--- config.mk ---
export PLATFORM = sky130hd
export DESIGN_NAME = multicycle_controller
export DESIGN_NICKNAME = d
export VERILOG_FILES = /design/src/rtl/rv_ctrl_pkg.sv /design/src/rtl/mc_ctrl_outputs.sv /design/src/rtl/multicycle_controller.sv
export SDC_FILE = /design/constraint.sdc
export NUM_CORES = 1
export LEC_CHECK = 0
export ABC_AREA = 1
export CORE_ASPECT_RATIO = 0.8
export CORE_MARGIN = 3
export CORE_UTILIZATION = 45
export CTS_BUF_LIST = sky130_fd_sc_hd__clkbuf_16
export DETAILED_ROUTE_END_ITERATION = 8
export PLACE_DENSITY_LB_ADDON = 0.25
export RECOVER_POWER = 25
export SLEW_MARGIN = 5
export SYNTH_ARGS = -nofsm -noshare
export SYNTH_HDL_FRONTEND = slang
export SYNTH_SLANG_ARGS = --single-unit
--- constraint.sdc ---
create_clock -name clk -period 1.8 [get_ports clk]
set_input_delay 0.36 -clock clk [delete_from_list [all_inputs] [get_ports clk]]
set_output_delay 0.36 -clock clk [all_outputs]
set_load 0.05 [all_outputs]
--- src/rtl/rv_ctrl_pkg.sv ---
// Shared encodings for the multi-cycle RV32I controller and datapath.
// Combinational helpers only; no latency, no flow control.
package rv_ctrl_pkg;

    localparam logic [6:0] OP_R     = 7'b0110011;
    localparam logic [6:0] OP_I     = 7'b0010011;
    localparam logic [6:0] OP_LOAD  = 7'b0000011;
    localparam logic [6:0] OP_STORE = 7'b0100011;
    localparam logic [6:0] OP_BEQ   = 7'b1100011;

    typedef enum logic [3:0] {
        S_FETCH     = 4'd0,
        S_DECODE    = 4'd1,
        S_MEM_ADR   = 4'd2,
        S_MEM_READ  = 4'd3,
        S_MEM_WB    = 4'd4,
        S_MEM_WRITE = 4'd5,
        S_EXEC_R    = 4'd6,
        S_EXEC_I    = 4'd7,
        S_ALU_WB    = 4'd8,
        S_BEQ       = 4'd9
    } state_t;

    typedef enum logic [1:0] {
        ALU_ADD = 2'b00,
        ALU_SUB = 2'b01,
        ALU_RFN = 2'b10,
        ALU_IFN = 2'b11
    } alu_op_t;

    typedef enum logic [1:0] {
        IMM_I  = 2'b00,
        IMM_S  = 2'b01,
        IMM_LD = 2'b10,
        IMM_B  = 2'b11
    } imm_src_t;

    typedef enum logic [1:0] {
        SRCA_PC    = 2'b00,
        SRCA_OLDPC = 2'b01,
        SRCA_RS1   = 2'b10
    } src_a_t;

    typedef enum logic [1:0] {
        SRCB_RS2  = 2'b00,
        SRCB_IMM  = 2'b01,
        SRCB_FOUR = 2'b10
    } src_b_t;

    typedef enum logic [1:0] {
        RES_ALUOUT    = 2'b00,
        RES_READDATA  = 2'b01,
        RES_ALURESULT = 2'b10
    } result_src_t;

    typedef struct packed {
        logic        pc_write;
        logic        ir_write;
        logic        reg_write;
        logic        mem_write;
        logic        adr_src;
        logic        branch;
        logic        illegal;
        src_a_t      src_a;
        src_b_t      src_b;
        result_src_t result_src;
        alu_op_t     alu_op;
        imm_src_t    imm_src;
    } ctrl_t;

    function automatic imm_src_t imm_decode(input logic [6:0] op);
        case (op)
            OP_STORE: return IMM_S;
            OP_LOAD:  return IMM_LD;
            OP_BEQ:   return IMM_B;
            default:  return IMM_I;
        endcase
    endfunction

    function automatic logic is_legal(input logic [6:0] op);
        return (op == OP_R) || (op == OP_I) || (op == OP_LOAD) ||
               (op == OP_STORE) || (op == OP_BEQ);
    endfunction

endpackage

--- src/rtl/mc_ctrl_outputs.sv ---
// Control-bundle decode from state, opcode, zero flag and memory ready.
// Purely combinational: zero latency, memory stalls are reflected in the enables the same cycle.
module mc_ctrl_outputs
    import rv_ctrl_pkg::*;
(
    input  state_t     state_i,
    input  logic [6:0] opcode_i,
    input  logic       zero_i,
    input  logic       mem_ready_i,
    output ctrl_t      ctrl_o
);

    always_comb begin
        ctrl_o         = '0;
        ctrl_o.imm_src = imm_decode(opcode_i);
        case (state_i)
            S_FETCH: begin
                ctrl_o.src_a      = SRCA_PC;
                ctrl_o.src_b      = SRCB_FOUR;
                ctrl_o.alu_op     = ALU_ADD;
                ctrl_o.result_src = RES_ALURESULT;
                ctrl_o.ir_write   = mem_ready_i;
                ctrl_o.pc_write   = mem_ready_i;
            end
            S_DECODE: begin
                // Speculative branch target computed here lands in ALUOut.
                ctrl_o.src_a   = SRCA_OLDPC;
                ctrl_o.src_b   = SRCB_IMM;
                ctrl_o.illegal = ~is_legal(opcode_i);
            end
            S_MEM_ADR: begin
                ctrl_o.src_a = SRCA_RS1;
                ctrl_o.src_b = SRCB_IMM;
            end
            S_MEM_READ: begin
                ctrl_o.adr_src    = 1'b1;
                ctrl_o.result_src = RES_ALUOUT;
            end
            S_MEM_WB: begin
                ctrl_o.result_src = RES_READDATA;
                ctrl_o.reg_write  = 1'b1;
            end
            S_MEM_WRITE: begin
                ctrl_o.adr_src   = 1'b1;
                ctrl_o.mem_write = 1'b1;
            end
            S_EXEC_R: begin
                ctrl_o.src_a  = SRCA_RS1;
                ctrl_o.src_b  = SRCB_RS2;
                ctrl_o.alu_op = ALU_RFN;
            end
            S_EXEC_I: begin
                ctrl_o.src_a  = SRCA_RS1;
                ctrl_o.src_b  = SRCB_IMM;
                ctrl_o.alu_op = ALU_IFN;
            end
            S_ALU_WB: begin
                ctrl_o.result_src = RES_ALUOUT;
                ctrl_o.reg_write  = 1'b1;
            end
            S_BEQ: begin
                ctrl_o.src_a      = SRCA_RS1;
                ctrl_o.src_b      = SRCB_RS2;
                ctrl_o.alu_op     = ALU_SUB;
                ctrl_o.result_src = RES_ALUOUT;
                ctrl_o.branch     = 1'b1;
                ctrl_o.pc_write   = zero_i;
            end
            default: ;
        endcase
    end

endmodule

--- src/rtl/multicycle_controller.sv ---
// Multi-cycle RV32I sequencing FSM with retired-instruction counter.
// State/Instret registered, controls combinational; Mem_Ready low holds FETCH/MEM_READ/MEM_WRITE.
module multicycle_controller
    import rv_ctrl_pkg::*;
#(
    parameter int CNT_W = 32
) (
    input  logic             clk,
    input  logic             rst,
    input  logic [6:0]       Opcode,
    input  logic             Zero,
    input  logic             Mem_Ready,
    output logic             PC_Write,
    output logic             IR_Write,
    output logic             Reg_Write,
    output logic             Mem_Write,
    output logic             Adr_Src,
    output logic             Branch,
    output logic [1:0]       ALU_Src_A,
    output logic [1:0]       ALU_Src_B,
    output logic [1:0]       Result_Src,
    output logic [1:0]       ALU_Op,
    output logic [1:0]       Imm_Src,
    output logic             Illegal,
    output logic [3:0]       State,
    output logic [CNT_W-1:0] Instret
);

    state_t           state_q, state_d;
    logic [CNT_W-1:0] instret_q, instret_d;
    logic             retire;
    ctrl_t            ctrl;

    always_comb begin
        state_d = S_FETCH;
        case (state_q)
            S_FETCH:     state_d = Mem_Ready ? S_DECODE : S_FETCH;
            S_DECODE: begin
                case (Opcode)
                    OP_LOAD, OP_STORE: state_d = S_MEM_ADR;
                    OP_R:              state_d = S_EXEC_R;
                    OP_I:              state_d = S_EXEC_I;
                    OP_BEQ:            state_d = S_BEQ;
                    default:           state_d = S_FETCH;
                endcase
            end
            S_MEM_ADR: begin
                if (Opcode == OP_LOAD)       state_d = S_MEM_READ;
                else if (Opcode == OP_STORE) state_d = S_MEM_WRITE;
                else                         state_d = S_FETCH;
            end
            S_MEM_READ:  state_d = Mem_Ready ? S_MEM_WB : S_MEM_READ;
            S_MEM_WRITE: state_d = Mem_Ready ? S_FETCH : S_MEM_WRITE;
            S_EXEC_R,
            S_EXEC_I:    state_d = S_ALU_WB;
            default:     state_d = S_FETCH;
        endcase
    end

    // Illegal opcodes leave DECODE without retiring, so they never count.
    assign retire = (state_q == S_MEM_WB) || (state_q == S_ALU_WB) || (state_q == S_BEQ) ||
                    ((state_q == S_MEM_WRITE) && Mem_Ready);
    assign instret_d = retire ? instret_q + CNT_W'(1) : instret_q;

    always_ff @(posedge clk or posedge rst) begin
        if (rst) begin
            state_q   <= S_FETCH;
            instret_q <= '0;
        end else begin
            state_q   <= state_d;
            instret_q <= instret_d;
        end
    end

    mc_ctrl_outputs u_outputs (
        .state_i     (state_q),
        .opcode_i    (Opcode),
        .zero_i      (Zero),
        .mem_ready_i (Mem_Ready),
        .ctrl_o      (ctrl)
    );

    assign PC_Write   = ctrl.pc_write  & ~rst;
    assign IR_Write   = ctrl.ir_write  & ~rst;
    assign Reg_Write  = ctrl.reg_write & ~rst;
    assign Mem_Write  = ctrl.mem_write & ~rst;
    assign Adr_Src    = ctrl.adr_src;
    assign Branch     = ctrl.branch;
    assign Illegal    = ctrl.illegal;
    assign ALU_Src_A  = ctrl.src_a;
    assign ALU_Src_B  = ctrl.src_b;
    assign Result_Src = ctrl.result_src;
    assign ALU_Op     = ctrl.alu_op;
    assign Imm_Src    = ctrl.imm_src;
    assign State      = state_q;
    assign Instret    = instret_q;

endmodule

### Gate families picked out

(4 px per um)
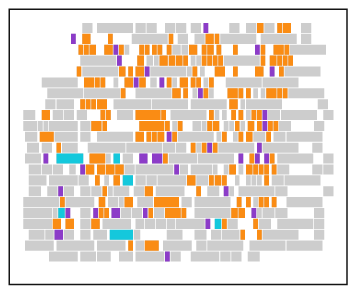
Purple stands for inv cells, cells 33. Orange stands for nand cells, cells 159. Cyan stands for aoi and oai cells, cells 6.
Finished Layout Cells: 471
Commonest Layout Cell: nand2_1
logic share of the area: 36.3%

### Placed cells, one colour a class

(4 px per um) Fill, decap, tap and diode cells in grey.
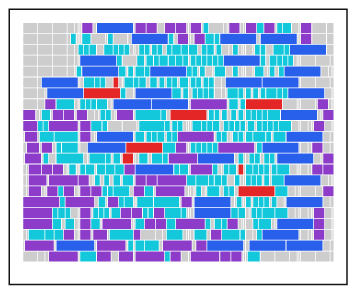
Red stands for clock drivers and dummy loads, cells 8, share of their area 4.0%. Blue stands for registers, cells 36, share of their area 26%. Purple stands for remaining buffers and delay cells, cells 94, share of their area 29%. Cyan stands for remaining logic cells, cells 273, share of their area 41%.
final instance area: 3550 sq um
Core Region: 4650 sq um

==> flow_summary_export.csv <==
group,metric,value,unit
final_timing,worst_pin_slew,0.898,ns
critical_path,worstSetupPathType,"flop to flop",
route,met1Wirelength,2890,um
clock_tree,clkSinkCount,36,
final_timing,post-route-min-period,1.88,ns
route,top_layer,"met4",
synth,xor_share,5.99,%
final_layout,final-clk-cell-share,3.94,%
final_timing,whs,0.468,ns
critical_path,crit_path_start_kind,"flop",
place,post-place-ws,-0.315,ns
route,wl_met3,549,um
final_timing,min_period_over_period,105,%
critical_path,required,1.97,ns
synth,syn_area,2190,sq um
synth,ys_cells,314,
route,drt_iter0_drc,192,
final_layout,fin_util,76.4,%
critical_path,crit_fanout,7,
die,io_pins,64,
critical_path,endpoint_kind,"flop",
synth,synth_top_cell_by_area,"dfrtp_1",
critical_path,slowest_delay,0.44,ns
global_route,grt_pass1_wl,10500,um
synth,aoi_share,1.60,%
place,place_hpwl,4580,um
global_route,grt_max_degree,37,
power_and_ir_drop,switching_share,30.5,%
synth,synth_cells,314,
route,drc,0,
synth,synthTopLogicFamily,"simple AND/OR/NAND/NOR gates",
power_and_ir_drop,clockPowerShare,38.1,%
route,routed_via_density,5.41,
synth,synth.distinct_cells,25,
synth,mux_share,0,%
run,warnings,29,
critical_path,path_depth,11,
synth,synth_nets,326,
clock_tree,ctsResizeCount,24,
place,place_area,3100,sq um
final_layout,layout-drive-gt1-share,31.9,%
global_route,grtUsageTotal,23.1,%
synth,async_flop_share,100,%
power_and_ir_drop,p_leak,1.65,nW
global_route,grt_overflow,0,
critical_path,ff2ff_setup_slack,-0.08,ns
synth,edf_count,0,
critical_path,crit_chain,"buf_4 > nand2_2 > nor2_4 > buf_4 > buf_4 > nand2_1 > nand3_4 > clkbuf_16 > buf_4 > nand2_1 > o21ai_1",
power_and_ir_drop,peakVddDrop,0.499,mV
final_layout,n_all_buffers,94,
synth,adder_share,0.571,%
place,placed_cells,442,
route,met2_length,3660,um
final_layout,buffer_area_share,28.4,%
clock_tree,path_clk_slew,0.06,ns
synth,synth.most_common_cell,"nand2_1",
final_timing,fin_skew,0.00631,ns
place,port_buffers,63,
die,fp.dieW,84.0,um
clock_tree,cts_buffer_depth,2,
final_layout,seq_share,25.5,%
route,dr.pass1.iters,5,
final_timing,setup-violations-final,30,
final_layout,most-common-layout-cells,"nand2_1, buf_4, nor2_1",
clock_tree,hold_buffers,0,
synth,postSynthSeqShare,41.1,%
global_route,met3_usage,5.90,%
run_status,outcome,"finished with violations",
final_layout,nNonClkInverters,33,
global_route,grt_pass1_vias,2307,
final_timing,rsz0062_at_grt,"yes",
power_and_ir_drop,p_total,2.19,mW
clock_tree,insertion_delay,0.28,ns
final_timing,max_slew_margin,40.1,%
global_route,antenna_found_initial,0,
power_and_ir_drop,seqPwrFrac,40.3,%
critical_path,crit_top_cell,"buf_4",
clock_tree,cts_tree,"yes",
final_timing,max_freq,531,MHz
power_and_ir_drop,power.switching,0.668,mW
synth,synth_chip_area,2190,sq um
synth,synth-warning-count,0,
die,tap-cell-count,60,
clock_tree,post_cts_buffers,11,
final_layout,n_antenna_cell,0,
final_layout,seq_cell_count,36,
min_path,hp-class,"input pin to flop",
clock_tree,htree_levels,2,
route,vias,2550,
final_timing,hold_violations,0,
final_layout,nNetsFinal,422,
final_layout,layout.area.comb,1290,sq um
power_and_ir_drop,intPower,1.52,mW
critical_path,crit_buf_inv,5,
synth,synthFlopType,"dfrtp_1",
route,wl,7210,um
final_layout,nClkBuffers,5,
final_layout,seq_area,906,sq um
run,cap_violations,0,
final_timing,setup_ws,-0.0825,ns
synth,yosys.area_share.simple,43.3,%
clock_tree,cts_root_buf,"clkbuf_16",
final_timing,maxSlewViolCount,0,
final_layout,n_fill_cell,330,
synth,netlist_top_cells_count,"nand2_1, nor2_1, dfrtp_1",
die,die_h,68.4,um
place,gp_congestion,0.863,
power_and_ir_drop,power.density,616,nW/um^2
die,fp_util,47.1,%
synth,synthTopCellsByArea,"dfrtp_1, nand2_1, nor2_1",
critical_path,ff2ff_path_depth,11,
die,dieArea,5750,sq um
route,final_antenna_net_count,0,
synth,syn_area_per_cell,6.98,sq um
run_status,violations,"setup timing",
final_layout,comb_cells,240,
min_path,hold_path_depth,3,
synth,numSynthFlops,36,
die,rows,22,
critical_path,crit_family,"buffers and inverters",
synth,top_area_share,41.1,%
critical_path,worstPathArrival,2.05,ns
final_layout,largest_class,"combinational gates",
clock_tree,cts_buffers,5,
critical_path,cpMaxStageDelayCell,"dfrtp_2",
power_and_ir_drop,comb_power_share,21.6,%
final_layout,largest_reg_flops,32,
final_timing,setup-tns-final,-0.845,ns
### Drive-strength map

(4 px per um)
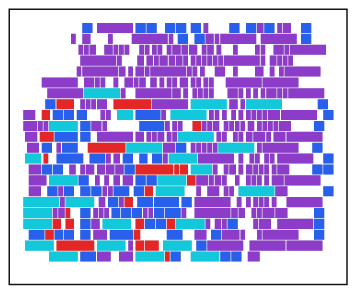
Purple stands for x1 and smaller, cells 280, share 68%. Cyan stands for x6 and larger, cells 28, share 6.8%. Blue stands for x3 and x4, cells 79, share 19%. Red stands for x2, cells 24, share 5.8%.
Final WS setup: -0.0825 ns
synthesis-to-layout area growth: 62.2%

### Routing congestion

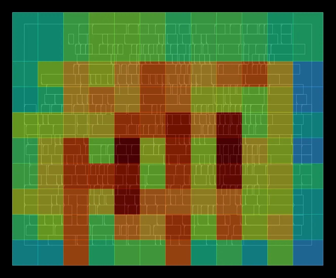
met2 usage: 41.3%
M1 GR Usage: 28.1%
drt wl/cell: 15.3 um
most used routing layer: met2

path summary, 6_finish.rpt:
| check | startpoint | to |
|---|---|---|
| min in group asynchronous | rst | State[3]$_DFF_PP0_ |
| max | State[2]$_DFF_PP0_ | Instret[1]$_DFFE_PP0P_ |
| max in group asynchronous | rst | State[0]$_DFF_PP0_ |
| max reg2reg | State[2]$_DFF_PP0_ | Instret[1]$_DFFE_PP0P_ |
| min reg2reg | Instret[31]$_DFFE_PP0P_ | Instret[31]$_DFFE_PP0P_ |
| min | Opcode[5] | State[1]$_DFF_PP0_ |
power by group through the flow:
stage	Sequential (mW)	Combinational (mW)	Clock [mW]
after CTS	0.880	0.459	0.835
after detailed placement	0.895	0.443	0
after global placement	0.893	0.436	0
after global routing	0.886	0.503	0.874
final	0.882	0.473	0.834
after floorplan	0.994	0.155	0
Power and IR drop assume default switching activity.
